run_1/clock_map.png
Scale bar: 50 um.
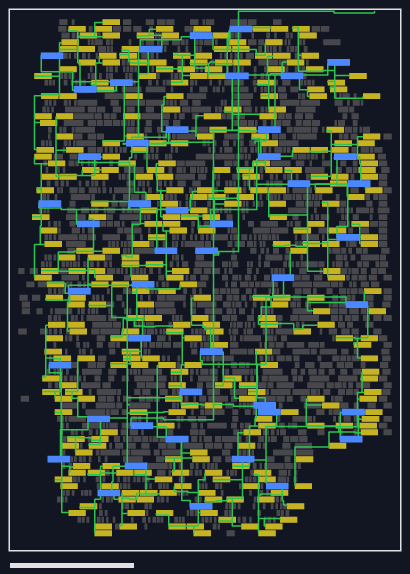
run_1/final_clocks.png
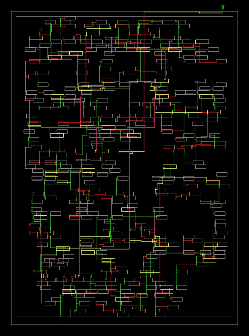
run_1/metal_stack.png
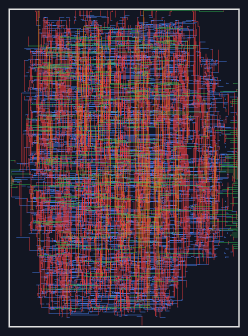
run_1/port_nets.png
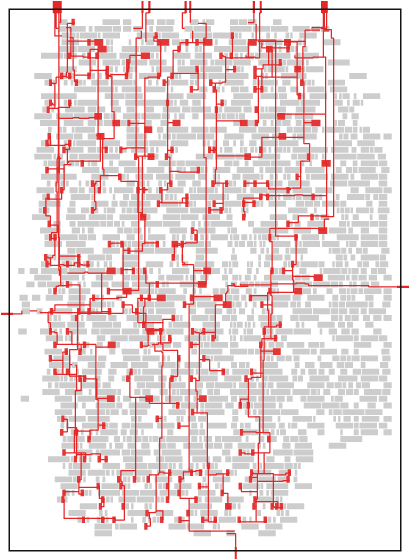
**src/rtl/decode_operand_fetch.sv**
```systemverilog
`default_nettype none
// ============================================================================
// Module  : decode_operand_fetch
// Brief   : Pipeline stage 2. Decodes, reads the owned register file, issues
//           registered fields with forwarding flags, stalls on LOAD, halts on HLT.
// Revision: 1.0
// ============================================================================
module decode_operand_fetch #(
  parameter int NREGS        = 16,
  parameter int LOAD_TIMEOUT = 64
) (
  input  logic        clk,
  input  logic        rst,
  input  logic [15:0] instr,
  input  logic        instr_valid,
  output logic        instr_ready,
  output logic [3:0]  opcode,
  output logic [3:0]  destReg,
  output logic [15:0] srcVal1,
  output logic [15:0] srcVal2,
  output logic [7:0]  memAddr,
  output logic        used1,
  output logic        used2,
  input  logic        storeNow,
  input  logic [3:0]  destRegStore,
  input  logic [15:0] destVal,
  output logic        storeDone,
  output logic        halted,
  output logic        load_abort
);

  localparam int CW = $clog2(LOAD_TIMEOUT) + 1;
  localparam logic [CW-1:0] CNT_LAST = CW'(LOAD_TIMEOUT - 1);

  localparam logic [3:0] OP_HLT   = 4'd1;
  localparam logic [3:0] OP_NOT   = 4'd9;
  localparam logic [3:0] OP_LOAD  = 4'd14;
  localparam logic [3:0] OP_STORE = 4'd15;

  localparam logic [1:0] S_RUN       = 2'd0;
  localparam logic [1:0] S_LOAD_WAIT = 2'd1;
  localparam logic [1:0] S_HALT      = 2'd2;

  logic [15:0]   regs_q [NREGS];
  logic [15:0]   regs_d [NREGS];
  logic [1:0]    state_q, state_d;
  logic [CW-1:0] counter_q, counter_d;
  logic [3:0]    load_dest_q, load_dest_d;
  logic          load_abort_q, load_abort_d;
  logic          storeDone_q, storeDone_d;
  logic [3:0]    last_dest_q, last_dest_d;
  logic          last_valid_q, last_valid_d;
  logic [3:0]    opcode_q, opcode_d;
  logic [3:0]    destReg_q, destReg_d;
  logic [15:0]   srcVal1_q, srcVal1_d;
  logic [15:0]   srcVal2_q, srcVal2_d;
  logic [7:0]    memAddr_q, memAddr_d;
  logic          used1_q, used1_d;
  logic          used2_q, used2_d;

  logic [3:0]    op, rd, rs1, rs2, src1_idx;
  logic          accept, load_exit;
  logic          reads_src1, reads_src2, writes_dest;
  logic [15:0]   rd_val1, rd_val2;

  assign op  = instr[15:12];
  assign rd  = instr[11:8];
  assign rs1 = instr[7:4];
  assign rs2 = instr[3:0];
  assign accept = instr_valid & instr_ready;

  // Register file write port, owned here but driven by execute.
  always_comb begin
    for (int i = 0; i < NREGS; i++) regs_d[i] = regs_q[i];
    if (storeNow) regs_d[destRegStore] = destVal;
    storeDone_d = storeNow;
  end

  // FSM: state register.
  always_ff @(posedge clk) begin
    if (rst) begin
      state_q      <= S_RUN;
      counter_q    <= '0;
      load_dest_q  <= '0;
      load_abort_q <= 1'b0;
    end else begin
      state_q      <= state_d;
      counter_q    <= counter_d;
      load_dest_q  <= load_dest_d;
      load_abort_q <= load_abort_d;
    end
  end

  // FSM: next state. A matching write-back beats a simultaneous timeout.
  always_comb begin
    state_d      = state_q;
    counter_d    = counter_q;
    load_dest_d  = load_dest_q;
    load_abort_d = 1'b0;
    load_exit    = 1'b0;
    case (state_q)
      S_RUN: begin
        if (accept && op == OP_HLT) begin
          state_d = S_HALT;
        end else if (accept && op == OP_LOAD) begin
          state_d     = S_LOAD_WAIT;
          load_dest_d = rd;
          counter_d   = '0;
        end
      end
      S_LOAD_WAIT: begin
        if (storeNow && destRegStore == load_dest_q) begin
          state_d   = S_RUN;
          counter_d = '0;
          load_exit = 1'b1;
        end else if (counter_q == CNT_LAST) begin
          state_d      = S_RUN;
          counter_d    = '0;
          load_abort_d = 1'b1;
          load_exit    = 1'b1;
        end else begin
          counter_d = counter_q + CW'(1);
        end
      end
      S_HALT:  state_d = S_HALT;
      default: state_d = S_RUN;
    endcase
  end

  // FSM: outputs.
  always_comb begin
    instr_ready = (state_q == S_RUN) & ~rst;
    halted      = (state_q == S_HALT);
  end

  // Operand selection with same-cycle write-through from the write port.
  always_comb begin
    reads_src1  = ((op >= 4'd2) && (op <= 4'd10)) || (op == OP_STORE);
    reads_src2  = ((op >= 4'd2) && (op <= 4'd8)) || (op == 4'd10);
    writes_dest = ((op >= 4'd2) && (op <= 4'd10)) || (op == OP_LOAD);
    src1_idx    = (op == OP_STORE) ? rd : rs1;
    rd_val1     = (storeNow && destRegStore == src1_idx) ? destVal : regs_q[src1_idx];
    rd_val2     = (storeNow && destRegStore == rs2) ? destVal : regs_q[rs2];
  end

  // Issue fields; a cycle without accept issues an all-zero bubble.
  always_comb begin
    opcode_d     = '0;
    destReg_d    = '0;
    srcVal1_d    = '0;
    srcVal2_d    = '0;
    memAddr_d    = '0;
    used1_d      = 1'b0;
    used2_d      = 1'b0;
    last_dest_d  = last_dest_q;
    last_valid_d = last_valid_q;
    if (accept) begin
      opcode_d  = op;
      destReg_d = rd;
      srcVal1_d = rd_val1;
      if (op != OP_NOT && op != OP_LOAD && op != OP_STORE) srcVal2_d = rd_val2;
      if (op == OP_LOAD || op == OP_STORE) memAddr_d = instr[7:0];
      used1_d = last_valid_q & reads_src1 & (src1_idx == last_dest_q);
      used2_d = last_valid_q & reads_src2 & (rs2 == last_dest_q);
      if (writes_dest) begin
        last_dest_d  = rd;
        last_valid_d = 1'b1;
      end
    end
    if (load_exit) last_valid_d = 1'b0;
  end

  always_ff @(posedge clk) begin
    if (rst) begin
      for (int i = 0; i < NREGS; i++) regs_q[i] <= '0;
      storeDone_q  <= 1'b0;
      last_dest_q  <= '0;
      last_valid_q <= 1'b0;
      opcode_q     <= '0;
      destReg_q    <= '0;
      srcVal1_q    <= '0;
      srcVal2_q    <= '0;
      memAddr_q    <= '0;
      used1_q      <= 1'b0;
      used2_q      <= 1'b0;
    end else begin
      for (int i = 0; i < NREGS; i++) regs_q[i] <= regs_d[i];
      storeDone_q  <= storeDone_d;
      last_dest_q  <= last_dest_d;
      last_valid_q <= last_valid_d;
      opcode_q     <= opcode_d;
      destReg_q    <= destReg_d;
      srcVal1_q    <= srcVal1_d;
      srcVal2_q    <= srcVal2_d;
      memAddr_q    <= memAddr_d;
      used1_q      <= used1_d;
      used2_q      <= used2_d;
    end
  end

  assign opcode     = opcode_q;
  assign destReg    = destReg_q;
  assign srcVal1    = srcVal1_q;
  assign srcVal2    = srcVal2_q;
  assign memAddr    = memAddr_q;
  assign used1      = used1_q;
  assign used2      = used2_q;
  assign storeDone  = storeDone_q;
  assign load_abort = load_abort_q;

endmodule
`default_nettype wire

```
**config.mk**
```make
export PLATFORM = sky130hd
export DESIGN_NAME = decode_operand_fetch
export DESIGN_NICKNAME = d
export VERILOG_FILES = /design/src/rtl/decode_operand_fetch.sv
export SDC_FILE = /design/constraint.sdc
export NUM_CORES = 1
export LEC_CHECK = 0
export CORE_ASPECT_RATIO = 1.4
export CORE_MARGIN = 3
export CORE_UTILIZATION = 49
export CTS_BUF_LIST = sky130_fd_sc_hd__clkbuf_16
export CTS_CLUSTER_SIZE = 8
export DETAILED_ROUTE_END_ITERATION = 10
export PLACE_DENSITY = 0.66
export SYNTH_ARGS = -nofsm -noshare
export SYNTH_HDL_FRONTEND = slang
export SYNTH_SLANG_ARGS = --single-unit
```
**constraint.sdc**
```tcl
create_clock -name clk -period 3.3 [get_ports clk]
set_clock_uncertainty 0.15 [all_clocks]
set_input_delay 0.99 -clock clk [delete_from_list [all_inputs] [get_ports clk]]
set_output_delay 0.99 -clock clk [all_outputs]
set_load 0.01 [all_outputs]
```
==> notes.md, run 1 <==
- finished clean — outcome
- 1.85 ns — arrival time of the worst setup path
- 5 — total iterations of the first detailed-routing run
- 17900 um^2 — area after detailed placement
- 14180 — vias in the first global route
- 0 — number of hold buffers added after CTS
- 0 — final number of hold-violating endpoints
- 1792 — synthesized instance count
- 0.05 ns — clock transition at the registers of the reported paths
- 8.814 um^2 — mean instance size in the synthesized netlist
- 21.05% — relative area change from synthesis to final layout
- met2 — most used routing layer in global routing
- 0.1691 — Synth Area in Simple Gates
- 0 — post-synth tally of flip-flops with integrated enable
- 0.6032 — post-layout utilization of the core
- reg2reg — Hold WC Path Type
- 28 — OpenROAD warning count
- 0.1528 — layout cell share with drive strength beyond 1
- 218.4 um — vertical die size
- 0.9426 — final weighted congestion in routability-driven placement
- 1 — antenna violations before repair
Back to the opening pictures, clock_map.png:
[flip-flops] yellow | count: 326
[cells driving clock nets] blue | count: 46
[clock wires] green | length: 4210 um
flops lie: widely spread
routed clock nets: 47

Back to the opening pictures, final_clocks.png:
clock group power: 4.16 mW
clock sinks: 326
Late-Pin Clk Latency: 0.56 ns
Seq Cell Count: 326

Back to the opening pictures, metal_stack.png:
[met4] orange | wire length: 4120 um
[met1] blue | wire length: 20.3 mm
[met2] red | wire length: 26.1 mm
[met3] green | wire length: 4420 um

Back to the opening pictures, port_nets.png:
[destVal] red | direction: input | end cells: 288 | buffers: 27 | wire: 3970 um
number of ports placed on the die boundary: 94
IO Port Bufs: 93

-- run 1: worst max-delay path: stages --
cell	delay, ns
sky130_fd_sc_hd__clkbuf_8	0.11
sky130_fd_sc_hd__nor3_1	0.18
sky130_fd_sc_hd__clkdlybuf4s50_1	0.58
-- run 1: final timing paths --
| check | from | cells past startpoint | slack [ns] | end |
|---|---|---|---|---|
| min reg2reg | counter_q[6]$_SDFFE_PP0P_ | 2 | 0.30 | counter_q[6]$_SDFFE_PP0P_ |
| max reg2reg | state_q[1]$_SDFFE_PP0P_ | 6 | 1.22 | used1$_SDFF_PP0_ |
| max | rst | 3 | 0.31 | instr_ready |
| min | counter_q[6]$_SDFFE_PP0P_ | 2 | 0.30 | counter_q[6]$_SDFFE_PP0P_ |
-- run 1: layer usage --
| metal | part of all wire | up-vias | wire, um |
|---|---|---|---|
| li1 | - | 6428 | - |
| met1 | 0.37 | 6928 | 20320 |
| met2 | 0.48 | 797 | 26120 |
| met3 | 0.080 | 231 | 4417 |
| met4 | 0.075 | 0 | 4119 |
| met5 | 0 | - | 0 |
-- run 1: Yosys cell counts (2+ instances only) --
library cell                 n
sky130_fd_sc_hd__xnor2_1    12
sky130_fd_sc_hd__nand2_1   551
sky130_fd_sc_hd__buf_2      32
sky130_fd_sc_hd__nor2b_1     4
sky130_fd_sc_hd__mux4_2     80
sky130_fd_sc_hd__dfxtp_1   326
sky130_fd_sc_hd__and2_1     18
sky130_fd_sc_hd__nor2_1     48
sky130_fd_sc_hd__nand3_1    11
sky130_fd_sc_hd__mux2i_4     2
sky130_fd_sc_hd__a32oi_1    16
sky130_fd_sc_hd__xor2_1     16
sky130_fd_sc_hd__inv_1       4
sky130_fd_sc_hd__o21ai_0     3
sky130_fd_sc_hd__a21oi_1   261
sky130_fd_sc_hd__or3b_2      2
sky130_fd_sc_hd__nand4_1     4
sky130_fd_sc_hd__a211oi_1    2
sky130_fd_sc_hd__a22oi_1    64
sky130_fd_sc_hd__or2_2       2
sky130_fd_sc_hd__nor3_2      3
sky130_fd_sc_hd__nor3_1      7
sky130_fd_sc_hd__clkbuf_1   96
sky130_fd_sc_hd__buf_4      13
sky130_fd_sc_hd__and3_1      4
sky130_fd_sc_hd__mux2i_1   155
sky130_fd_sc_hd__buf_6      12
sky130_fd_sc_hd__o21ai_1    16
sky130_fd_sc_hd__nand2b_1    2
sky130_fd_sc_hd__buf_1       6
-- run 1: flip-flops by register name, indices dropped and copies added (netlist names), 2 cells and up --
| name | flops |
|---|---|
| regs_q | 256 |
| destReg | 4 |
| counter_q | 7 |
| opcode | 4 |
| load_dest_q | 4 |
| last_dest_q | 4 |
| memAddr | 8 |
| state_q | 2 |
| srcVal2 | 16 |
| srcVal1 | 16 |
-- run 1: final cells by class --
type,instances,area (um^2)
Sequential cell,326,6526
Antenna cell,1,2.502
Tap cell,395,494.2
Clock inverter,4,36.28
Clock buffer,47,1176
Timing Repair Buffer,235,2389
Inverter,4,15.01
Multi-Input combinational cell,1302,8479
Fill cell,2717,12580
-- run 1: power breakdown --
group          leakage (nW)  internal [mW]  switching (mW)
logic                  3.75          0.416           0.557
clock network         0.604           2.49            1.67
registers              2.63           4.01          0.0498
total                  6.99           6.92            2.28
## Run 2: what changed since run 1
- GPL_TIMING_DRIVEN: unset -> 0
- PLACE_DENSITY: 0.66 -> 0.68
run_2/gate_families.png
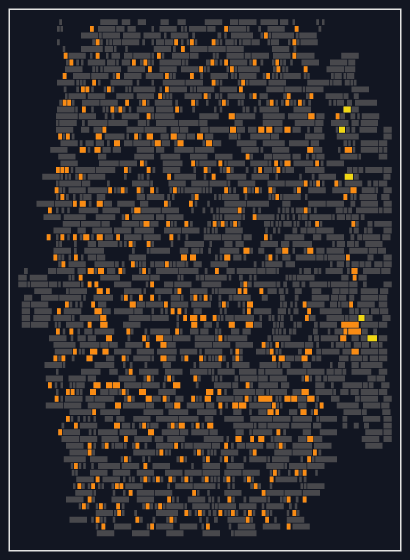
[AND-OR and OR-AND gates] yellow | cells: 5
[inverting AOI/OAI gates] orange | cells: 367
non-filler instance count after layout: 2311
commonest non-fill, non-tap cell in the layout: sky130_fd_sc_hd__nand2_1

run_2/final_clocks.png
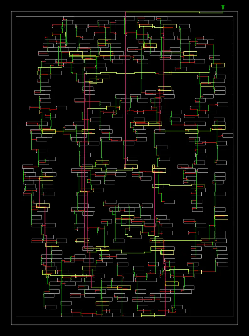
clock group power: 4.23 mW
number of buffers created by CTS: 46
clock buffer count: 49

==> notes.md, run 2 <==
- 2 — Hold Path Cell Cnt
- finished clean — outcome
- 0.05 ns — clock transition at the registers of the reported paths
- 0.99 ns — worst-case register-to-register setup slack
- instr[12] — start point of the critical path
- 1792 — synthesized instance count
- 94 — number of ports placed on the die boundary
- reg2reg — Hold WC Path Type
- 0 — number of hold buffers added after CTS
- 3.52 ns — arrival time of the worst setup path
- 0.9964 — final weighted congestion in routability-driven placement
- 8498 um^2 — area of the multi-input gates
- 256 — max reg flops
- 16960 um^2 — area after detailed placement
- sky130_fd_sc_hd__nand2_1 (551), sky130_fd_sc_hd__dfxtp_1 (326), sky130_fd_sc_hd__a21oi_1 (261) — most used standard cells in the synthesized netlist
- 326 — clock sinks
- 0 — final number of hold-violating endpoints
- sky130_fd_sc_hd__nand2_1 — most common cell in the synthesized netlist
- counter_q[6]$_SDFFE_PP0P_ — HP Start
- srcVal1[5]$_SDFF_PP0_ — Worst R2R End
- counter_q[6]$_SDFFE_PP0P_ — Hold EP
- 8.814 um^2 — mean instance size in the synthesized netlist
- 9 — total iterations of the first detailed-routing run
- 218.4 um — vertical die size
- state_q[1]$_SDFFE_PP0P_ — reg2reg start
- 0.56 ns — Late-Pin Clk Latency
run_2/clock_map.png
Scale bar: 50 um.
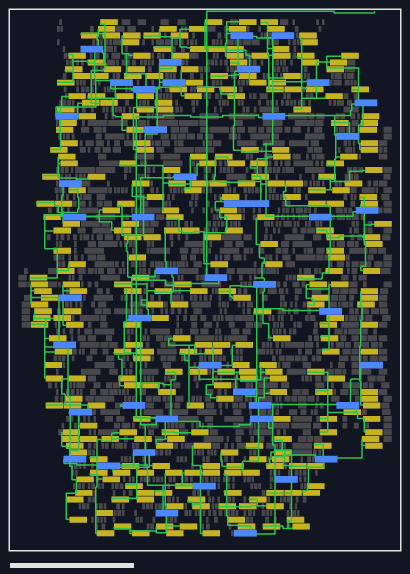
[flip-flops] yellow | count: 326
[clock wires] green | length: 4320 um
[cells driving clock nets] blue | count: 46
routed clock nets: 47
fraction of power consumed by the clock network: 0.458

-- run 2: kinds of logic (layout without fill, tap and decap cells) --
logic type                 after synthesis  after routing  share of synthesized area
AOI/OAI and AO/OA                      372            372                     0.1351
xor gates and xnor gates                28             28                    0.01553
adders and majority gates                1              1                  0.0007921
buffers and inverters                  164            285                    0.05038
DFF                                    326            326                     0.4132
muxes                                  238            238                     0.2159
other                                    0              3                          0
and+or+nand+nor                        663            663                     0.1691
-- run 2: worst max-delay path by stage --
stage                                endpoint  slack [ns]  cells after the start
finish                  srcVal1[6]$_SDFF_PP0_        0.03                      8
global route        regs_q[4][8]$_SDFFE_PP0P_       0.009                      8
CTS                     srcVal1[5]$_SDFF_PP0_       0.007                      8
detailed placement     srcVal1[12]$_SDFF_PP0_       -0.69                      8
global placement       srcVal1[10]$_SDFF_PP0_       -0.72                      8
floorplan               srcVal2[4]$_SDFF_PP0_        0.46                      7
-- run 2: timing repair --
| item | in CTS | in global routing |
|---|---|---|
| endpoints found under the setup margin | 14 | 25 |
| gates resized | 3 | 9 |
| buffers inserted | 0 | 3 |
-- run 2: area by class of cell --
class,instances,area share
clock inverters,2,0.0004113
flip-flops and latches,326,0.3576
inverters,4,0.0008226
multi-input cells,1302,0.4656
diodes,3,0.0004113
well taps,395,0.02708
repair buffers,70,0.03791
clock buffers,49,0.06718
plain buffers,160,0.04305
-- run 2: per-stage QoR --
stage / instances / worst slack, ns / setup TNS, ns
after floorplan: 1792 / 0.4560 / 0
after CTS: 2305 / 0.006637 / 0
after detailed placement: 2254 / -0.6901 / -54.54
final: 2311 / 0.03195 / 0
after global routing: 2308 / 0.008616 / 0
after global placement: 2254 / -0.7152 / -47.70
-- run 2: power by group --
part / total, mW / internal (mW) / switching [mW]
Sequential: 4.06 / 4.01 / 0.0491
Clock: 4.23 / 2.57 / 1.66
Combinational: 0.954 / 0.329 / 0.625
-- run 2: layer usage --
| layer | up-vias | track usage | wire, um |
|---|---|---|---|
| met3 | 322 | 0.06220 | 4520 |
| li1 | 6430 | - | - |
| met4 | 0 | 0.3132 | 6903 |
| met1 | 6932 | 0.3776 | 20220 |
| met5 | - | 0 | 0 |
| met2 | 994 | 0.5575 | 27860 |
-- run 2: critical path, stage by stage --
cell	delay, ns
sky130_fd_sc_hd__clkdlybuf4s50_1	0.61
sky130_fd_sc_hd__nand4_4	0.24
sky130_fd_sc_hd__mux2_2	0.35
sky130_fd_sc_hd__nor2_2	0.27
sky130_fd_sc_hd__clkbuf_1	0.55
sky130_fd_sc_hd__a22oi_1	0.18
sky130_fd_sc_hd__nand2_1	0.18
sky130_fd_sc_hd__o21ai_1	0.14
## Run 3: what changed since run 2
- ABC_CLOCK_PERIOD_IN_PS: unset -> 3300
run_3/port_nets.png
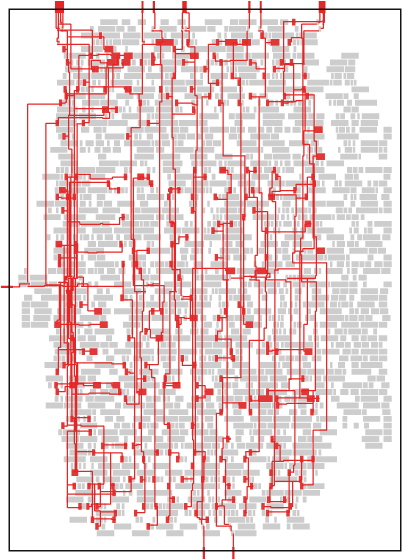
[destVal] red | direction: input | end cells: 288 | buffers: 32 | wire: 6160 um
IO Port Bufs: 67

run_3/metal_stack.png
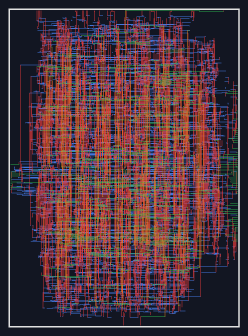
[met1] blue | wire length: 20.2 mm
[met2] red | wire length: 27.9 mm
[met3] green | wire length: 4520 um
[met4] orange | wire length: 6900 um

==> notes.md, run 3 <==
- reg2reg — Hold WC Path Type
- 0.5759 — post-layout utilization of the core
- 9 — total iterations of the first detailed-routing run
- 0.03195 ns — slack of the critical path
- clkdlybuf4s50_1 -> nand4_4 -> mux2_2 -> nor2_2 -> clkbuf_1 -> a22oi_1 -> nand2_1 -> o21ai_1 — CP Cell Sequence
- sky130_fd_sc_hd__nand2_1 — most common cell in the synthesized netlist
- 326 — number of storage elements in the synthesis netlist
- 0.56 ns — Late-Pin Clk Latency
- 0 — final number of hold-violating endpoints
- 256 — max reg flops
- 26 — OpenROAD warning count
- 25.75 um — routed wirelength normalized by instance count
- finished clean — outcome
- multiplexers — combinational family with the most area after synthesis
- 0.9964 — final weighted congestion in routability-driven placement
- 14230 — vias in the first global route
- 0 — residual antenna-violating net count after detailed routing
- 15.57% — relative area change from synthesis to final layout
- 0.0007922 — post-synthesis adder-cell area fraction
- 0.1691 — Synth Area in Simple Gates
- 50 — count of unique library cells instantiated by Yosys
- sky130_fd_sc_hd__nand2_1 — commonest non-fill, non-tap cell in the layout
- sky130_fd_sc_hd__nand2_1 (551), sky130_fd_sc_hd__dfxtp_1 (326), sky130_fd_sc_hd__a21oi_1 (261) — most used standard cells in the synthesized netlist
- 1792 — synthesized instance count
- 218.4 um — vertical die size
- 46 — number of buffers created by CTS
- 2 — antenna violations before repair
- regs_q — register ranked first by flip-flop count
- 0.2159 — mux cell area share after synthesis
- 0.4983 — Floorplan Utilization
- 0.4132 — fraction of post-synthesis cell area in the top cell type by area
- 0.1119 — layout cell share with drive strength beyond 1
- 0 — number of hold buffers added after CTS
- 0 ns — accumulated negative setup slack
- done — clock tree from TritonCTS
- -0.6901 ns — worst slack at placement
- 94 — number of ports placed on the die boundary
- 59.51 mm — overall routed net length
- 0.1352 — compound-cell area share of the yosys netlist
- 2829 — count of filler cells inserted in the layout
- 0.01553 — parity-gate share of the synthesized area counting xor and xnor cells
- 0 — post-synth tally of flip-flops with integrated enable
- 8.814 um^2 — mean instance size in the synthesized netlist
- 0.61 ns — delay of the slowest cell on the worst path
- 3.52 ns — arrival time of the worst setup path
- sky130_fd_sc_hd__clkdlybuf4s50_1 — critical-path cell with the highest stage delay
run_3/final_clocks.png
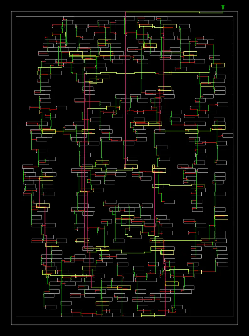

-- run 3: layout make-up --
type / count / area (um^2) / area share
antenna: 3 / 7.507 / 0.0004113
buffer: 160 / 785.8 / 0.04305
clock buffer: 49 / 1226 / 0.06718
clock inverter: 2 / 7.507 / 0.0004113
inverter: 4 / 15.01 / 0.0008226
multi-input combinational: 1302 / 8498 / 0.4656
sequential: 326 / 6526 / 0.3576
tap: 395 / 494.2 / 0.02708
timing repair buffer: 70 / 691.9 / 0.03791
-- run 3: report_power, final --
part / internal (mW) / switching, mW
clock network: 2.57 / 1.66
registers: 4.01 / 0.0491
logic: 0.329 / 0.625
total: 6.91 / 2.33
-- run 3: layer usage --
layer,track usage,share of wire
met1,0.3776,0.34
met2,0.5575,0.47
met3,0.06220,0.076
met4,0.3132,0.12
met5,0,0
-- run 3: worst paths after layout --
| path | start | end | slack (ns) | depth (start not counted) |
|---|---|---|---|---|
| hold / removal | counter_q[6]$_SDFFE_PP0P_ | counter_q[6]$_SDFFE_PP0P_ | 0.30 | 2 |
| hold reg to reg | counter_q[6]$_SDFFE_PP0P_ | counter_q[6]$_SDFFE_PP0P_ | 0.30 | 2 |
| setup / recovery | instr[12] | srcVal1[6]$_SDFF_PP0_ | 0.03 | 8 |
| setup reg to reg | state_q[1]$_SDFFE_PP0P_ | srcVal1[5]$_SDFF_PP0_ | 0.99 | 6 |
-- run 3: cell families after synthesis --
group,after synthesis
compound gates,372
xor+xnor,28
fa+ha+maj,1
buf+inv,164
flops,326
mux,238
simple gates,663
-- run 3: per-stage QoR --
step                instances  cell area (um^2)
finish                   2311             18250
detailed placement       2254             16960
global route             2308             18250
global placement         2254             16960
CTS                      2305             18190
floorplan                1792             15790
-- run 3: repair_timing --
item                       4_1_cts  5_1_grt
setup endpoints to repair       14       25
resized                          3        9
hold endpoints to repair         0        0
buffers inserted                 0        3
-- run 3: critical path, delay by kind of cell --
family,cells,cell delay (ns)
buffers and inverters,2,1.16
AND/OR/NAND/NOR,3,0.69
AND-OR/OR-AND,2,0.32
multiplexers,1,0.35
No activity file was given, so power comes from the tool's default toggle rates.
